File: src/rtl/lmb_bram_arbiter.sv
//------------------------------------------------------------------------------
// lmb_bram_arbiter : two-requester single-port BRAM arbiter with bounded bursts
// Revision 1.0
//------------------------------------------------------------------------------
`timescale 1ns/1ps
`default_nettype none

module lmb_bram_arbiter #(
  parameter int C_PORT_DWIDTH = 32,
  parameter int C_PORT_AWIDTH = 32,
  parameter int C_NUM_WE      = 4,
  parameter int C_MAX_BURST   = 8
) (
  input  logic                     BRAM_Clk,
  input  logic                     BRAM_Rst,
  input  logic                     M0_Req,
  input  logic [0:C_NUM_WE-1]      M0_WEN,
  input  logic [0:C_PORT_AWIDTH-1] M0_Addr,
  input  logic [0:C_PORT_DWIDTH-1] M0_Wdata,
  output logic                     M0_Ack,
  output logic                     M0_RdValid,
  output logic [0:C_PORT_DWIDTH-1] M0_Rdata,
  input  logic                     M1_Req,
  input  logic [0:C_NUM_WE-1]      M1_WEN,
  input  logic [0:C_PORT_AWIDTH-1] M1_Addr,
  input  logic [0:C_PORT_DWIDTH-1] M1_Wdata,
  output logic                     M1_Ack,
  output logic                     M1_RdValid,
  output logic [0:C_PORT_DWIDTH-1] M1_Rdata,
  output logic                     BRAM_EN,
  output logic [0:C_NUM_WE-1]      BRAM_WEN,
  output logic [0:C_PORT_AWIDTH-1] BRAM_Addr,
  output logic [0:C_PORT_DWIDTH-1] BRAM_Dout,
  input  logic [0:C_PORT_DWIDTH-1] BRAM_Din
);

  localparam logic [7:0] C_MAX_CNT = 8'(C_MAX_BURST);

  typedef enum logic [1:0] {
    IDLE = 2'd0,
    OWN0 = 2'd1,
    OWN1 = 2'd2
  } state_t;

  state_t     state_q, state_d;
  logic       last_owner_q, last_owner_d;
  logic [7:0] cnt_q, cnt_d;
  logic       rdv0_q, rdv0_d;
  logic       rdv1_q, rdv1_d;

  logic       w_ack0;
  logic       w_ack1;
  logic [7:0] w_cnt_inc;

  // Acks are suppressed while reset is held so nothing reaches the BRAM.
  assign w_ack0    = (state_q == OWN0) & M0_Req & ~BRAM_Rst;
  assign w_ack1    = (state_q == OWN1) & M1_Req & ~BRAM_Rst;
  assign w_cnt_inc = (cnt_q == C_MAX_CNT) ? C_MAX_CNT : cnt_q + 8'd1;

  always_comb begin
    state_d      = state_q;
    last_owner_d = last_owner_q;
    cnt_d        = cnt_q;
    case (state_q)
      IDLE: begin
        if (M0_Req && M1_Req) state_d = last_owner_q ? OWN0 : OWN1;
        else if (M0_Req)      state_d = OWN0;
        else if (M1_Req)      state_d = OWN1;
      end
      OWN0: begin
        if (M0_Req) begin
          cnt_d = w_cnt_inc;
          if ((w_cnt_inc == C_MAX_CNT) && M1_Req) begin
            state_d      = OWN1;
            cnt_d        = 8'd0;
            last_owner_d = 1'b0;
          end
        end else begin
          state_d      = M1_Req ? OWN1 : IDLE;
          cnt_d        = 8'd0;
          last_owner_d = 1'b0;
        end
      end
      OWN1: begin
        if (M1_Req) begin
          cnt_d = w_cnt_inc;
          if ((w_cnt_inc == C_MAX_CNT) && M0_Req) begin
            state_d      = OWN0;
            cnt_d        = 8'd0;
            last_owner_d = 1'b1;
          end
        end else begin
          state_d      = M0_Req ? OWN0 : IDLE;
          cnt_d        = 8'd0;
          last_owner_d = 1'b1;
        end
      end
      default: state_d = IDLE;
    endcase
  end

  assign rdv0_d = w_ack0 & ~(|M0_WEN);
  assign rdv1_d = w_ack1 & ~(|M1_WEN);

  always_ff @(posedge BRAM_Clk) begin
    if (BRAM_Rst) begin
      state_q      <= IDLE;
      last_owner_q <= 1'b1;
      cnt_q        <= 8'd0;
      rdv0_q       <= 1'b0;
      rdv1_q       <= 1'b0;
    end else begin
      state_q      <= state_d;
      last_owner_q <= last_owner_d;
      cnt_q        <= cnt_d;
      rdv0_q       <= rdv0_d;
      rdv1_q       <= rdv1_d;
    end
  end

  assign M0_Ack     = w_ack0;
  assign M1_Ack     = w_ack1;
  assign M0_RdValid = rdv0_q;
  assign M1_RdValid = rdv1_q;
  assign M0_Rdata   = BRAM_Din;
  assign M1_Rdata   = BRAM_Din;

  assign BRAM_EN   = w_ack0 | w_ack1;
  assign BRAM_WEN  = w_ack0 ? M0_WEN : (w_ack1 ? M1_WEN : '0);
  assign BRAM_Addr = (state_q == OWN1) ? M1_Addr : M0_Addr;
  assign BRAM_Dout = (state_q == OWN1) ? M1_Wdata : M0_Wdata;

endmodule

`default_nettype wire

File: config.mk
export PLATFORM = sky130hd
export DESIGN_NAME = lmb_bram_arbiter
export DESIGN_NICKNAME = d
export VERILOG_FILES = /design/src/rtl/lmb_bram_arbiter.sv
export SDC_FILE = /design/constraint.sdc
export NUM_CORES = 1
export LEC_CHECK = 0
export ABC_AREA = 0
export CORE_AREA = 2 2 119 121
export CTS_CLUSTER_SIZE = 16
export DETAILED_ROUTE_END_ITERATION = 7
export DIE_AREA = 0 0 121 123
export PLACE_DENSITY_LB_ADDON = 0.15
export RECOVER_POWER = 50
export SLEW_MARGIN = 20
export SYNTH_ARGS = -nofsm -noshare
export SYNTH_HDL_FRONTEND = slang
export SYNTH_SLANG_ARGS = --single-unit
File: constraint.sdc
create_clock -name BRAM_Clk -period 5.8 [get_ports BRAM_Clk]
set_input_delay 1.16 -clock BRAM_Clk [delete_from_list [all_inputs] [get_ports BRAM_Clk]]
set_output_delay 1.16 -clock BRAM_Clk [all_outputs]
set_load 0.1 [all_outputs]
Figure 1. Gate families picked out.
Scale: 3 px per um.
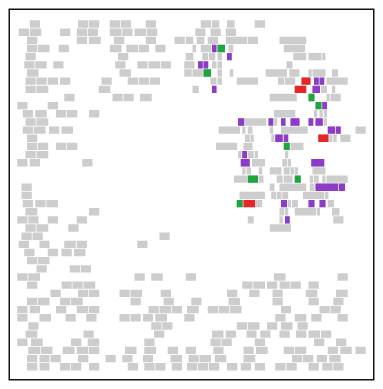
Key: aoi and oai cells = purple [cells 28, most used o21ai_0]; non-inverting ao/oa cells = red [cells 4]; and/or cells = green [cells 8]

Figure 2. Congestion heat map.
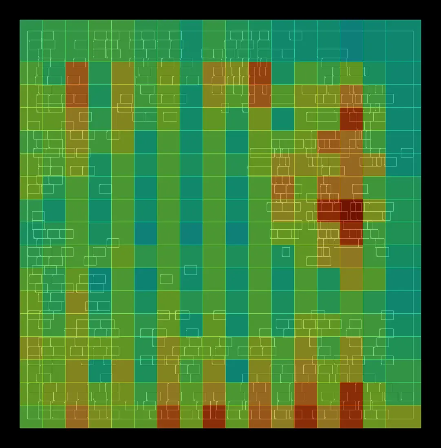
met1 routing resource usage after global routing: 15.7%
GRT busiest layer: met2
met2 Use GR: 22.3%

Figure 3. The metal 3 layer.
Scale: 4 px per um.
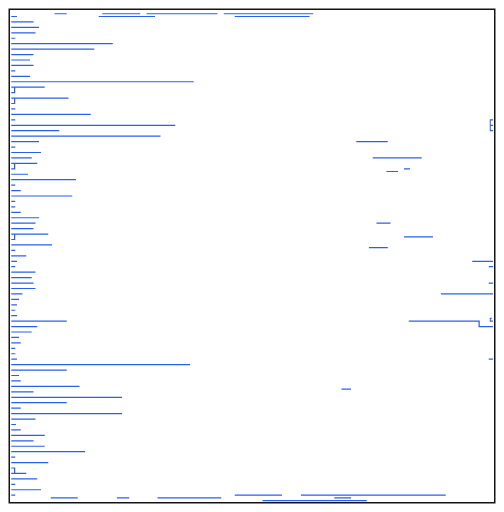
The wires run mostly horizontal. The longest straight run is 45.3 um. The layer carries 945 um of wire. The layer holds 9.4% of the routed length.
met3 layer usage reported by global route: 4.98%
final wirelength: 10100 um
DR vias: 2405

==> README.md <==
| Quantity | Reported |
| --- | --- |
| Instance count of the mapped netlist | 277 |
| Post-route worst hold slack | 0.510 ns |
| Setup-failing EPs final | 0 |
| Fin nets | 592 |
| Most frequent logic cell in the layout | clkdlybuf4s50_1 |
| Clock tree buffer depth | 2 |
| EDFF count, synth | 0 |
| Global placement routability congestion | 0.727 |
| Setup total negative slack | 0 ns |
| Die Area | 0.0149 mm2 |
| Final routed wire length divided by cell count | 17.0 um |
| Combinational cell fraction of total power | 85.4% |
| Latency at later pin | 0.25 ns |
| Final std cells w/o fill | 593 |
| Peak clock frequency supported by timing | 221 MHz |
| Die extent in y | 123 um |
| Largest cells by area after synthesis | mux2_2 (31%), buf_4 (21%), dfxtp_1 (11%) |
| Number of nets at floorplan | 455 |
| Yosys Chip Area | 0.00233 mm2 |
| Maximum vdd ir drop | 225 uV |
| Clock root buffer master | clkbuf_16 |
| Synthesized cell area | 0.00233 mm2 |
| Most used flip-flop cell after synthesis | dfxtp_1 |
| Place WS | 1.33 ns |
| Vias in the first global route | 2572 |
| Count of final max-slew check failures | 0 |
| Non-clock inverter count | 10 |
| Worst hold path class | flop to flop |
| Met1 wire length | 4050 um |
| Area used by sequential logic in the layout | 260 um2 |
| Vias per cell | 4.06 |
| IO Port Bufs | 212 |
| # Cells Yosys | 277 |
| Number of antenna diodes | 0 |
| Yosys reg bits | 13 |
| Actual transition at the worst max-transition pin | 1.05 ns |
| Global-route wire length before repair | 14900 um |
| Tool warning count | 30 |
| Net Switching | 1100 uW |
| Non-clock buffer share | 50.6% |
| Mean cell area of the mapped netlist | 8.42 um2 |
| Kind of end point of the critical path | primary output |
| Part of the power in registers | 6.8% |
| Clk_buf instances | 4 |
| Drt first pass iters | 4 |
| Internal power consumption | 636 uW |
| Antenna violation net count after detailed routing | 0 |
| Sequential element share of the synthesized area | 11.2% |
| YS warnings | 0 |
| TAP cells | 180 |
| Total number of sequential cells | 13 |
| Number of remaining DRC errors | 0 |
| DR top layer | met4 |
| Critical path's largest stage delay | 1.15 ns |
| Static power due to leakage | 0.00147 uW |
| Asr flop ratio synth | 0% |
| Total Power Consumption | 1730 uW |
| Number of post-CTS setup repair buffers | 0 |
| Worst slew margin | 29.8% |
| Total power divided by cell area | 415 mW/mm2 |
| Number of hold buffers added after CTS | 0 |
| Count of unique library cells instantiated by Yosys | 41 |
| Post-route clock period utilization | 78.0% |
| Post-cts repair resize count | 0 |
| Worst setup slack after layout | 1.28 ns |
| Clk cell area share | 1.89% |
| Dominant kind of cell | non-clock buffers |
| Clock network fraction of design power | 7.8% |
| Drt initial violations | 73 |
| Nonclk buf count | 213 |
| Logic Gate Count | 173 |
| Largest net degree at the start of global routing | 71 |
| Total gr overflow | 0 |
| WP data required | 4.64 ns |
| CP max stage cell | clkdlybuf4s50_1 |
| Largest clock skew in the final design | 0.00115 ns |
| # Max-Cap Violations | 0 |
| Cell chain of the critical path | dlygate4sd3_1 -> nand2_1 -> nor2_1 -> clkdlybuf4s50_1 |
| TritonCTS clock tree | yes |
| Number of antenna violations at the first check in global routing | 0 |
| Total CTS buffers | 3 |
| Floorplan die width | 121 um |
| Initial cell density of the core | 17.1% |
| Overall fraction of global-route tracks in use | 13.1% |
| Portion of synthesized cell area occupied by the leading cell type | 30.9% |
| Final-report hold violation count | 0 |
| Data arrival time of the worst path | 3.36 ns |
| Switching share of total power | 63.3% |
| Top-level port count | 309 |
| Startpoint Class | primary input |
| Most frequent logic cells in the routed design | clkdlybuf4s50_1 (203), mux2_2 (64), dfxtp_1 (13), nand2_1 (13), nand3_1 (11) |
| # placed instances | 589 |
| Max H-tree Level | 1 |
| Fraction of final layout cells with drive strength greater than 1 | 20.1% |
| Result of the run | finished clean |
| Sinks on Clock Net | 13 |
| Total length of routed met2 wires | 5010 um |
| Library cell occupying the most area in the post-synthesis netlist | mux2_2 |
| Dpl hpwl | 8530 um |
| Area growth from synthesis to final layout | 79.3% |
| RSZ-0062 raised after global routing | no |
| Setup CP Type | primary input to primary output |
| CTS clock-pin slew for the worst setup and hold paths | 0.05 ns |
| Combinational gate area | 0.00147 mm2 |
| Proportion of cell area occupied by multi-input gates | 35.0% |
| CP max FO | 14 |
| # fillers | 1434 |
| Final Critical Period | 4.52 ns |
| Post-DP Area | 0.00411 mm2 |
| Met3 Wirelength | 945 um |
Figure 4. Drive-strength map.
Scale: 3 px per um.
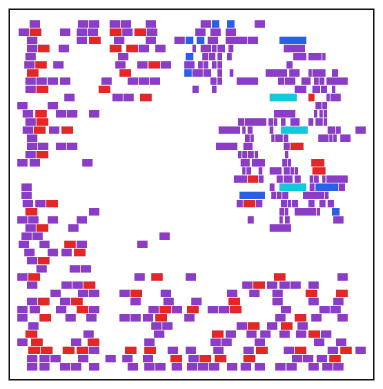
Key: _0 and _1 cells = purple [cells 330, share 80%]; _3 and _4 cells = blue [cells 10, share 2.4%]; _2 cells = red [cells 70, share 17%]; _6 and larger = cyan [cells 3, share 0.73%]

Figure 5. Placed cells, one colour a class.
Scale: 3 px per um. Fill, decap, tap and diode cells in grey.
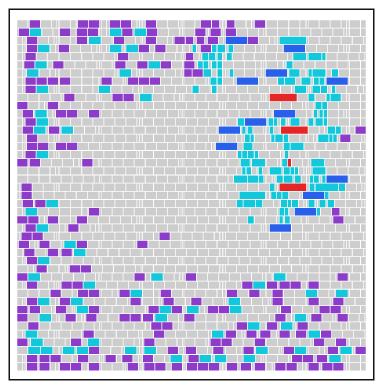
Key: clock drivers and dummy loads = red [cells 4, share of their area 2.0%]; remaining buffers and delay cells = purple [cells 213, share of their area 53%]; combinational and other logic = cyan [cells 183, share of their area 38%]; sequential cells = blue [cells 13, share of their area 6.6%]
core occupancy in the finished layout: 30.7%
sequential fraction of total cell area: 6.22%
post-route cell area: 0.00418 mm2
number of placement rows: 43
Core Footprint: 0.0136 mm2

[worst paths after layout]
path                                              start  depth (start not counted)  slack (ns)                     to
worst max register to register  state_q[0]$_SDFFE_PP0P_                          7        2.86  cnt_q[5]$_SDFFE_PP0N_
worst min-delay path              cnt_q[6]$_SDFFE_PP0N_                          2        0.51  cnt_q[6]$_SDFFE_PP0N_
worst max-delay path                             M0_Req                          4        1.28                 M0_Ack
worst min register to register    cnt_q[6]$_SDFFE_PP0N_                          2        0.51  cnt_q[6]$_SDFFE_PP0N_
[power by group through the flow]
stage,Clock [uW],Sequential (uW),Combinational (uW)
after detailed placement,0,119,1490
after floorplan,0,115,1340
after CTS,139,117,1500
after global placement,0,118,1500
after global routing,144,120,1540
final,136,117,1480
[cell families (layout without fill, tap and decap cells)]
group | after synthesis | after routing | share of synthesized area (%)
buffers and inverters | 91 | 227 | 26.3
DFF | 13 | 13 | 11.2
muxes | 67 | 67 | 32.2
adders and majority gates | 6 | 6 | 3.22
and+or+nand+nor | 67 | 67 | 16.7
xor gates and xnor gates | 1 | 1 | 0.376
AOI/OAI and AO/OA | 32 | 32 | 10.1
[synthesized netlist by cell type, drive strengths merged, types with 2 or more instances]
cell / n
a21boi: 2
buf: 69
clkbuf: 12
o22ai: 2
nand3: 11
dfxtp: 13
and2: 2
o21ai: 10
mux2i: 3
nand2: 13
a21oi: 5
nor2b: 2
nor3: 6
nand4: 5
ha: 6
inv: 10
nand2b: 10
a31oi: 4
or4: 2
mux2: 64
nor2: 8
or3: 2
a211oi: 2
[critical path: cells and delay by family]
family	cells	cell delay, ns
buffers and inverters	2	1.74
AND/OR/NAND/NOR	2	0.45
[sequential cells by signal (all words and copies together), names as in the netlist]
register	cells
M0_RdValid	1
M1_RdValid	1
cnt_q	8
last_owner_q	1
state_q	2
Power is estimated from default activity; no workload was simulated.
